**Run 1: register map, names as in the netlist**

Other sequential cells in the stronger grey, the rest of the logic in the fainter grey.
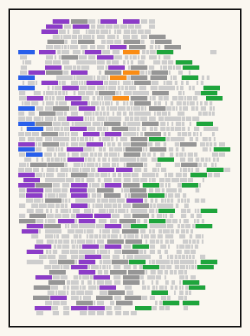
**Run 1: wire density map**

The die is cut into 24 by 34 equal tiles; black is low, pale yellow is high, scaled to the fullest tile. Values are wire area over tile area, all layers added.
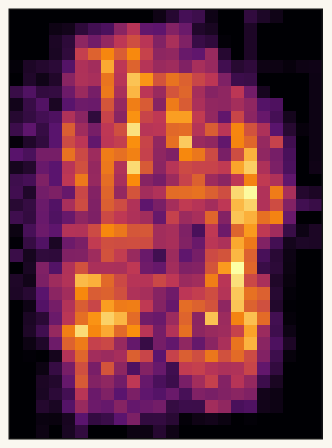
**Run 1: met3 routing**

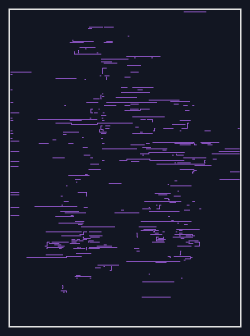
**Run 1: I/O nets highlighted**

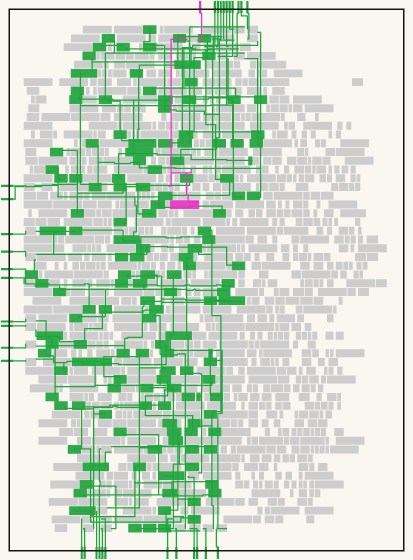
File: config.mk
export PLATFORM = sky130hd
export DESIGN_NAME = field_layer_classifier_flat
export DESIGN_NICKNAME = d
export VERILOG_FILES = /design/src/rtl/field_layer_classifier_pkg.sv /design/src/rtl/field_layer_classifier_if.sv /design/src/rtl/field_layer_classifier_layer_compare.sv /design/src/rtl/field_layer_classifier.sv /design/src/flat_wrapper.sv
export SDC_FILE = /design/constraint.sdc
export NUM_CORES = 1
export LEC_CHECK = 0
export CAP_MARGIN = 20
export CORE_ASPECT_RATIO = 1.4
export CORE_MARGIN = 4
export CORE_UTILIZATION = 62
export DETAILED_ROUTE_END_ITERATION = 16
export PLACE_DENSITY = 0.89
export SYNTH_ARGS = -nofsm -noshare
export SYNTH_HDL_FRONTEND = slang
export SYNTH_HIERARCHICAL = 1
export SYNTH_SLANG_ARGS = --single-unit
File: constraint.sdc
create_clock -name aclk -period 3.3 [get_ports aclk]
set_input_delay 0.495 -clock aclk [delete_from_list [all_inputs] [get_ports aclk]]
set_output_delay 0.495 -clock aclk [all_outputs]
set_load 0.005 [all_outputs]
File: src/rtl/field_layer_classifier_pkg.sv
// Shared types and constants for the field layer classifier.
package field_layer_classifier_pkg;

  typedef enum logic [1:0] {
    StIdle   = 2'd0,
    StThresh = 2'd1,
    StSample = 2'd2,
    StDrain  = 2'd3
  } state_e;

  localparam int unsigned LABEL_NONE = 1;
  localparam int unsigned CLS_LAT    = 2;

endpackage

File: src/rtl/field_layer_classifier_if.sv
// AXI-Stream style channel used for both the field input and the label output.
interface field_layer_classifier_if #(
  parameter int unsigned WIDTH = 32
);
  logic [WIDTH-1:0] tdata;
  logic             tvalid;
  logic             tready;
  logic             tlast;

  modport master (output tdata, output tvalid, output tlast, input tready);
  modport slave  (input tdata, input tvalid, input tlast, output tready);
endinterface

File: src/rtl/field_layer_classifier_layer_compare.sv
// Combinational priority compare of one field against the threshold set.
module field_layer_classifier_layer_compare
  import field_layer_classifier_pkg::*;
#(
  parameter int unsigned FIELD_WIDTH = 32,
  parameter int unsigned OUT_WIDTH   = 8,
  parameter int unsigned LAY_NUM     = 2
) (
  input  logic [FIELD_WIDTH-1:0]              field,
  input  logic [LAY_NUM-1:0][FIELD_WIDTH-1:0] thr,
  output logic [OUT_WIDTH-1:0]                label
);

  // Walk from the highest index down so the lowest matching threshold wins.
  always_comb begin
    label = OUT_WIDTH'(LABEL_NONE);
    for (int j = int'(LAY_NUM) - 1; j >= 0; j--) begin
      if ($signed(field) <= $signed(thr[j])) begin
        label = OUT_WIDTH'(int'(LAY_NUM) + 1 - j);
      end
    end
  end

endmodule

File: src/rtl/field_layer_classifier.sv
// Framed field stream to layer label stream: header, thresholds, then samples,
// with a two-stage compare/output pipeline under full output backpressure.
module field_layer_classifier
  import field_layer_classifier_pkg::*;
#(
  parameter int unsigned FIELD_WIDTH = 32,
  parameter int unsigned OUT_WIDTH   = 8,
  parameter int unsigned LAY_NUM     = 2,
  parameter int unsigned COUNT_WIDTH = 32
) (
  input  logic                     aclk,
  input  logic                     aresetn,
  field_layer_classifier_if.slave  s,
  field_layer_classifier_if.master m,
  output logic                     busy,
  output logic                     err_order,
  output logic                     err_trunc
);

  localparam int unsigned KW = 4;

  state_e                              state_q;
  logic                                run_q;
  logic [COUNT_WIDTH-1:0]              count_q;
  logic [COUNT_WIDTH-1:0]              n_q;
  logic [KW-1:0]                       k_q;
  logic [LAY_NUM-1:0][FIELD_WIDTH-1:0] thr_q;
  logic                                err_order_q;
  logic                                err_trunc_q;

  logic                   s1_valid_q;
  logic [FIELD_WIDTH-1:0] s1_field_q;
  logic                   s1_last_q;
  logic                   out_valid_q;
  logic [OUT_WIDTH-1:0]   out_label_q;
  logic                   out_last_q;

  logic                   s_ready;
  logic                   s_hs;
  logic                   out_adv;
  logic                   s1_load;
  logic [COUNT_WIDTH-1:0] n_next;
  logic                   at_count;
  logic                   trunc;
  logic                   tag_last;
  logic [FIELD_WIDTH-1:0] prev_thr;
  logic                   has_prev;
  logic [OUT_WIDTH-1:0]   label;

  assign out_adv  = !out_valid_q || m.tready;
  assign n_next   = n_q + COUNT_WIDTH'(1);
  assign at_count = (n_next == count_q);
  assign trunc    = s.tlast && !at_count;
  assign tag_last = at_count || s.tlast;

  // run_q keeps s_tready low while reset is asserted and for one cycle after.
  always_comb begin
    s_ready = 1'b0;
    unique case (state_q)
      StIdle:   s_ready = run_q;
      StThresh: s_ready = 1'b1;
      StSample: s_ready = !s1_valid_q || out_adv;
      StDrain:  s_ready = 1'b0;
      default:  s_ready = 1'b0;
    endcase
  end

  assign s_hs    = s.tvalid && s_ready;
  assign s1_load = s_hs && (state_q == StSample);

  always_comb begin
    prev_thr = '0;
    has_prev = 1'b0;
    for (int j = 1; j < int'(LAY_NUM); j++) begin
      if (k_q == KW'(j)) begin
        prev_thr = thr_q[j-1];
        has_prev = 1'b1;
      end
    end
  end

  always_ff @(posedge aclk or negedge aresetn) begin
    if (!aresetn) begin
      state_q     <= StIdle;
      run_q       <= 1'b0;
      count_q     <= '0;
      n_q         <= '0;
      k_q         <= '0;
      thr_q       <= '0;
      err_order_q <= 1'b0;
      err_trunc_q <= 1'b0;
    end else begin
      run_q <= 1'b1;
      unique case (state_q)
        StIdle: begin
          if (s_hs) begin
            count_q     <= s.tdata[COUNT_WIDTH-1:0];
            n_q         <= '0;
            k_q         <= '0;
            err_order_q <= 1'b0;
            err_trunc_q <= 1'b0;
            state_q     <= StThresh;
          end
        end
        StThresh: begin
          if (s_hs) begin
            for (int j = 0; j < int'(LAY_NUM); j++) begin
              if (k_q == KW'(j)) thr_q[j] <= s.tdata;
            end
            if (has_prev && ($signed(s.tdata) <= $signed(prev_thr))) err_order_q <= 1'b1;
            if (k_q == KW'(LAY_NUM - 1)) begin
              k_q     <= '0;
              state_q <= (count_q != '0) ? StSample : StIdle;
            end else begin
              k_q <= k_q + KW'(1);
            end
          end
        end
        StSample: begin
          if (s_hs) begin
            n_q <= n_next;
            if (trunc) err_trunc_q <= 1'b1;
            if (tag_last) state_q <= StDrain;
          end
        end
        StDrain: begin
          if (out_valid_q && m.tready && out_last_q) state_q <= StIdle;
        end
        default: state_q <= StIdle;
      endcase
    end
  end

  field_layer_classifier_layer_compare #(
    .FIELD_WIDTH(FIELD_WIDTH),
    .OUT_WIDTH  (OUT_WIDTH),
    .LAY_NUM    (LAY_NUM)
  ) u_compare (
    .field(s1_field_q),
    .thr  (thr_q),
    .label(label)
  );

  always_ff @(posedge aclk or negedge aresetn) begin
    if (!aresetn) begin
      s1_valid_q  <= 1'b0;
      s1_field_q  <= '0;
      s1_last_q   <= 1'b0;
      out_valid_q <= 1'b0;
      out_label_q <= '0;
      out_last_q  <= 1'b0;
    end else begin
      if (out_adv) begin
        out_valid_q <= s1_valid_q;
        out_last_q  <= s1_valid_q && s1_last_q;
        if (s1_valid_q) out_label_q <= label;
      end
      if (s1_load) begin
        s1_valid_q <= 1'b1;
        s1_field_q <= s.tdata;
        s1_last_q  <= tag_last;
      end else if (out_adv) begin
        s1_valid_q <= 1'b0;
      end
    end
  end

  assign s.tready  = s_ready;
  assign m.tdata   = out_label_q;
  assign m.tvalid  = out_valid_q;
  assign m.tlast   = out_last_q;
  assign busy      = (state_q != StIdle);
  assign err_order = err_order_q;
  assign err_trunc = err_trunc_q;

endmodule

File: src/flat_wrapper.sv
// flat-port wrapper written by rule: the top's interface ports become plain ports
module field_layer_classifier_flat import field_layer_classifier_pkg::*;
#(
  parameter int unsigned FIELD_WIDTH = 32,
  parameter int unsigned OUT_WIDTH   = 8,
  parameter int unsigned LAY_NUM     = 2,
  parameter int unsigned COUNT_WIDTH = 32
)
  (aclk, aresetn, busy, err_order, err_trunc, s_tdata, s_tvalid, s_tlast, s_tready, m_tdata, m_tvalid, m_tlast, m_tready);
  field_layer_classifier_if #(.WIDTH(32)) s_i ();
  field_layer_classifier_if #(.WIDTH(8)) m_i ();
  input  logic aclk;
  input  logic aresetn;
  output logic busy;
  output logic err_order;
  output logic err_trunc;
  input wire logic [$bits(s_i.tdata)-1:0] s_tdata;
  input wire logic [$bits(s_i.tvalid)-1:0] s_tvalid;
  input wire logic [$bits(s_i.tlast)-1:0] s_tlast;
  output wire logic [$bits(s_i.tready)-1:0] s_tready;
  output wire logic [$bits(m_i.tdata)-1:0] m_tdata;
  output wire logic [$bits(m_i.tvalid)-1:0] m_tvalid;
  output wire logic [$bits(m_i.tlast)-1:0] m_tlast;
  input wire logic [$bits(m_i.tready)-1:0] m_tready;
  assign s_i.tdata = s_tdata;
  assign s_i.tvalid = s_tvalid;
  assign s_i.tlast = s_tlast;
  assign s_tready = s_i.tready;
  assign m_tdata = m_i.tdata;
  assign m_tvalid = m_i.tvalid;
  assign m_tlast = m_i.tlast;
  assign m_i.tready = m_tready;
  field_layer_classifier #(.FIELD_WIDTH(FIELD_WIDTH), .OUT_WIDTH(OUT_WIDTH), .LAY_NUM(LAY_NUM), .COUNT_WIDTH(COUNT_WIDTH)) u_core (.aclk(aclk), .aresetn(aresetn), .s(s_i), .m(m_i), .busy(busy), .err_order(err_order), .err_trunc(err_trunc));
endmodule
==> impl_metrics.yaml, run 1 <==
# synthesis and place-and-route metrics
pwr:
  powerComb_w: 0.00491
  internal_power_w: 0.00674
  ir_drop_uv: 566
  power.group.top: "combinational cells"
  pwr-share-seq: 0.373
  leakagePower_nw: 5.54
  combPwrFrac: 0.439
  seq_power_w: 0.00417
  p_per_area_mw_per_mm2: 886
  pg_clk_w: 0.00211
  fin_total_pwr_w: 0.0112
  swShare: 0.398
  power.switching_w: 0.00445
placement:
  dpl.hpwl_um: 20800
  placed_cells: 1366
  gp_congestion: 0.973
final_timing:
  fin_tns_setup_ns: 0
  slew_headroom: 0.577
  drv_slew: 0
  tightest_slew_ns: 0.634
  clock-skew-final_ns: 0.0105
  fin_crit_ns: 3.14
  max_freq_mhz: 319
  rsz0062_at_grt: "no"
  finalCritPeriodShare: 0.950
synthesis:
  topCellsByArea: "dfrtp_1 40%, mux2_2 13%, ha_1 11%, nand2_1 3.4%, inv_1 2.5%"
  synthAoiAreaFrac: 0.113
  flop_cell: "dfrtp_1"
  synth_area_per_cell_um2: 10.2
  async_flop_share: 1.00
  yosysTopAreaCellShare: 0.400
  ys_chip_area_mm2: 0.0113
  synth_warnings: 6
  synthTopCellsByCount: "181 x dfrtp_1, 131 x mux2_2, 104 x nand2_1"
  synth.distinct_cells: 84
  synth_cells: 1108
  top_cell: "dfrtp_1"
  synth_area_mm2: 0.0113
  ys.flops: 181
  mux_area_frac: 0.138
  ys_seq_share: 0.400
  yosysTopAreaCell: "dfrtp_1"
  synthAdderAreaFrac: 0.110
  ys_cells: 1108
  ys_top_logic_family: "simple AND/OR/NAND/NOR gates"
  ys_sh_simple: 0.153
grt:
  grt_remaining_overflow: 0
  grt_pass1_vias: 9278
  antenna_found_initial: 0
  met2_usage: 0.505
  grt_max_degree: 67
  grtUsageMet3: 0.0494
  gr-usage-met1: 0.354
  grt_first_pass_wirelength_um: 47900
  top_usage_layer: "met2"
detailed_routing:
  ant_nets: 0
  met2_length_um: 15100
  maxUsedRoutingLayer: "met4"
  wire_per_inst_um: 21.1
  route.met3.wl_um: 1570
  detail_route.wirelength.met1_um: 11200
  drcViolationCount: 0
  wirelength_um: 29600
  viasPerCell: 6.53
  detail_route.first_pass.iterations: 8
worst_setup_path:
  crit_buf_inv: 2
  rr_startpoint: "u_core/k_q[1]"
  endpoint: "u_core/err_order"
  cp_top_family: "AND-OR/OR-AND gates"
  crit_arrival_ns: 3.49
  cp_cell_sequence: "inv_1 > ha_1 > and2_1 > buf_12 > nand2_1 > ha_1 > a21o_1 > a21oi_1 > nor2b_1 > o21ai_0 > a21oi_1 > a2111oi_0 > o21ai_0 > nor2_1"
  path_class: "register to register"
  start_kind: "register"
  crit_path_top_delay_cell: "dfrtp_1"
  r2r_slack_ns: 0.16
  path_depth: 14
  r2r_cells: 14
  worstSetupStartpoint: "u_core/k_q[1]"
  end_kind: "register"
  cp_max_fo: 29
job:
  log.warning_count: 28
  cap_violations: 0
clocking:
  cts-root-buf: "clkbuf_16"
  worstSkewPairLatency_ns: 0.43
  cts_tree: "yes"
  clock_path_buffers: 2
  clkTransAtPathRegs_ns: 0.07
  numCtsBuffers: 17
  cts.sinks: 181
  cts_resized: 0
  cts-hold-fix-buffers: 0
  cts_setup_buffers: 0
  htreeDepth: 4
floorplanning:
  chipHeight_um: 168
  initial_core_util: 0.630
  die_w_um: 122
  die_area_mm2: 0.0205
  placementRows: 58
layout:
  num_antenna_cells: 0
  comb_area_mm2: 0.00617
  final_common_cell: "dfrtp_1"
  lay_top_cells: "181 x dfrtp_1, 131 x mux2_2, 104 x nand2_1, 100 x ha_1, 76 x inv_1"
  seq_area_mm2: 0.00453
  postLayoutCoreUtil: 0.702
  final_nets: 1282
  final_cells: 1398
  final_layout_size_suffix_gt1_frac: 0.187
  syn_to_final_growth_pct: 11.5
  fillers: 1277
run_status:
  status: "complete, no violations"
min_path:
  min_path_type: "primary input to asynchronous set/reset pin"
## Picture notes: 'register map, names as in the netlist'
colour	netlist name	flops
purple	u_core/thr_q	64
green	u_core/n_q	32
orange	u_core/k_q	4
blue	u_core/m.tdata	8
not coloured	73

## Picture notes: 'wire density map'
mean over tiles	0.24
tiles over half the peak	25%
fullest tile	0.74
emptiest ninth of the die	north-east
nearly empty tiles	18%
Vias: 9133
Tot GR Track Use: 0.297

## Picture notes: 'met3 routing'
longest straight run	31.3 µm
share of all routed wire	5.3%
main direction	horizontal
nets with wire on the layer	181
wire length on this layer	1570 µm

## Picture notes: 'I/O nets highlighted'
colour	port	bits	direction	edge	end cells	buffers	wire
magenta	err_order	1	output	north	1	1	82.4 µm
green	s_tdata	32	input	12 south, 10 west, 10 north	158	33	3340 µm
IO Port Bufs: 50
boundary pin count: 51

run 1: through the flow:
step	hold slack [ns]	instance area [µm²]	setup WS [ns]
3_5_place_dp	0.478	12000	0.346
4_1_cts	0.0706	12600	0.308
6_report	0.0456	12600	0.164
3_3_place_gp	0.463	12000	0.458
5_1_grt	0.0950	12600	0.0666
2_1_floorplan	0.199	11300	0.647
run 1: final cells by class:
type	count	area share
multi-input combinational	794	0.489
sequential	181	0.359
timing repair buffer	74	0.0580
clock buffer	19	0.0343
tap	240	0.0238
inverter	77	0.0229
clock inverter	13	0.0136
run 1: state kept, by name, summed over array words and instances (netlist names), 4 cells and up, named ones only:
signal             cells
u_core/thr_q          64
u_core/count_q        32
u_core/n_q            32
u_core/s1_field_q     32
u_core/m.tdata         8
u_core/k_q             4
## Run 2: what changed since run 1
- CORE_UTILIZATION: 62 -> 63
- CTS_BUF_LIST: unset -> sky130_fd_sc_hd__clkbuf_4
- PLACE_DENSITY: 0.89 -> 0.83
**Run 2: placement view**

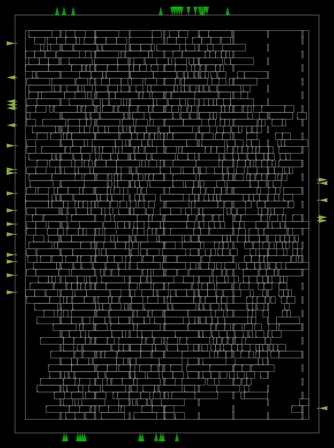
CORE AREA: 0.0175 mm²
sequential cell area share: 0.365

**Run 2: wire density map**

The die is cut into 24 by 33 equal tiles; black is low, pale yellow is high, scaled to the fullest tile. Values are wire area over tile area, all layers added.
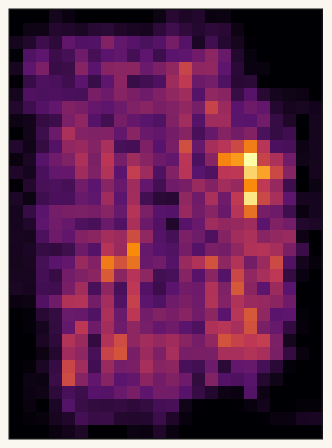
emptiest ninth of the die	north-east
tiles over half the peak	5.4%
nearly empty tiles	16%
WL/cell: 19.5 µm
final wirelength: 27200 µm
Vias: 8805
Tot GR Track Use: 0.274

==> impl_metrics.yaml, run 2 <==
# synthesis and place-and-route metrics
pwr:
  pwr-share-seq: 0.397
  p_per_area_mw_per_mm2: 832
  powerComb_w: 0.00481
  pg_clk_w: 0.00142
  fin_total_pwr_w: 0.0103
  clkPwrFrac: 0.137
  seq_power_w: 0.00410
  internal_power_w: 0.00608
  ir_drop_uv: 541
  power.group.top: "combinational cells"
  power.switching_w: 0.00424
  swShare: 0.411
  combPwrFrac: 0.466
  leakagePower_nw: 5.44
layout:
  largest_register: "u_core/thr_q"
  num_antenna_cells: 1
  stdcell_area_mm2: 0.0124
  final_cells: 1398
  fillers: 1332
  clock_buffers: 17
  inverters_excl_clock: 77
  largest_cell_class: "combinational gates"
  n_all_buffers: 77
  num-multi-input-gates: 794
  largest_reg_flops: 64
  final_common_cell: "dfrtp_1"
  lay_top_cells: "181 x dfrtp_1, 131 x mux2_2, 104 x nand2_1, 100 x ha_1, 76 x inv_1"
  seq_area_mm2: 0.00453
  nonClkBufAreaFrac: 0.0621
  syn_to_final_growth_pct: 9.43
  seq_cell_count: 181
  comb_share: 0.498
  postLayoutCoreUtil: 0.707
  comb_area_mm2: 0.00617
  final_layout_size_suffix_gt1_frac: 0.189
  clock_area_frac: 0.0272
  final_nets: 1285
detailed_routing:
  detail_route.first_pass.iterations: 6
  met2_length_um: 13700
  detail_route.wirelength.met1_um: 10900
  ant_nets: 0
  maxUsedRoutingLayer: "met4"
  drcViolationCount: 0
  viasPerCell: 6.30
  route.met3.wl_um: 1200
clocking:
  cts_tree: "yes"
  clkTransAtPathRegs_ns: 0.16
  clock_path_buffers: 2
  cts.sinks: 181
  worstSkewPairLatency_ns: 0.60
  cts_resized: 0
  htreeDepth: 4
  cts_setup_buffers: 0
  numCtsBuffers: 17
  cts-hold-fix-buffers: 1
  cts-root-buf: "clkbuf_4"
final_timing:
  drv_slew: 0
  finalSetupViolations: 0
  hold_slack_ns: 0.511
  final_hold_viol_count: 0
  clock-skew-final_ns: 0.0221
  tightest_slew_ns: 0.765
  fin_ws_ns: 0.311
  max_freq_mhz: 335
  fin_tns_setup_ns: 0
  slew_headroom: 0.490
  finalCritPeriodShare: 0.906
  rsz0062_at_grt: "no"
  fin_crit_ns: 2.99
synthesis:
  synthTopCellsByCount: "181 x dfrtp_1, 131 x mux2_2, 104 x nand2_1"
  synth_warnings: 6
  topCellsByArea: "dfrtp_1 40%, mux2_2 13%, ha_1 11%, nand2_1 3.4%, inv_1 2.5%"
  synth.distinct_cells: 84
  yosysTopAreaCellShare: 0.400
  xor_share: 0.0294
  yosysTopAreaCell: "dfrtp_1"
  async_flop_share: 1.00
  synth_cells: 1108
  synthAoiAreaFrac: 0.113
  synth_area_per_cell_um2: 10.2
  ys_sh_simple: 0.153
  synth_area_mm2: 0.0113
  ys_cells: 1108
  synthAdderAreaFrac: 0.110
  flop_cell: "dfrtp_1"
  top_cell: "dfrtp_1"
  ys_top_logic_family: "simple AND/OR/NAND/NOR gates"
  ys.flops: 181
  mux_area_frac: 0.138
  edf_count: 0
  ys_seq_share: 0.400
  ys_chip_area_mm2: 0.0113
floorplanning:
  initial_core_util: 0.646
  die_w_um: 121
  tap_cells: 236
  placementRows: 57
  die_area_mm2: 0.0202
  chipHeight_um: 167
  ios: 51
job:
  log.warning_count: 28
  cap_violations: 0
placement:
  place_area_mm2: 0.0120
  gp_congestion: 0.901
  dpl.hpwl_um: 20100
  pre_cts_slack_ns: 0.397
  numPortBuffers: 50
  placed_cells: 1364
worst_setup_path:
  required_ns: 3.78
  crit_arrival_ns: 3.47
  r2r_slack_ns: 0.31
  path_class: "register to register"
  start_kind: "register"
  r2r_cells: 9
  end_kind: "register"
  cp_max_fo: 8
grt:
  met2_usage: 0.469
  top_usage_layer: "met2"
  grt_pass1_vias: 8994
  gr-usage-met1: 0.337
  grtUsageMet3: 0.0417
  grt_first_pass_wirelength_um: 44600
  antenna_found_initial: 1
  grt_max_degree: 82
  grt_remaining_overflow: 0
min_path:
  min_path_type: "primary input to asynchronous set/reset pin"
run_status:
  status: "complete, no violations"
**Run 2: I/O nets highlighted**

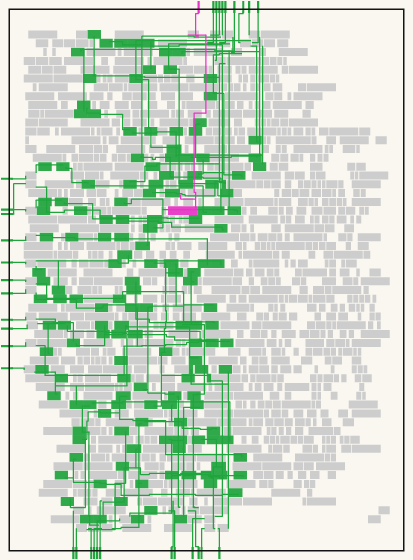
colour	port	bits	direction	edge	end cells	buffers	wire
magenta	err_order	1	output	north	1	1	78.9 µm
green	s_tdata	32	input	12 south, 11 west, 9 north	158	33	3060 µm

==> run 2: cell counts after synthesis <==
No cell type changed its count.
==> run 2: final timing paths <==
check,from,to
worst max-delay path,u_core/n_q[0],u_core/err_trunc
worst min-delay path,aresetn,u_core/n_q[9]
worst max register to register,u_core/n_q[0],u_core/err_trunc
worst min register to register,u_core/s1_field_q[0],u_core/s1_field_q[0]
max in group asynchronous,aresetn,u_core/thr_q[28]
min in group aclk,u_core/s1_field_q[0],u_core/s1_field_q[0]
==> run 2: critical path, cell delays in order (launching register included) <==
cell and delay, ns:
dfrtp_1 0.50, ha_1 0.30, nand3_2 0.20, nor3_4 0.41, a31oi_1 0.15, or3b_1 0.37, a2111o_1 0.48, nor4_4 0.22
a21oi_1 0.11, a2bb2oi_1 0.14
Power figures rest on the tool's default switching activity, not on a simulated workload.
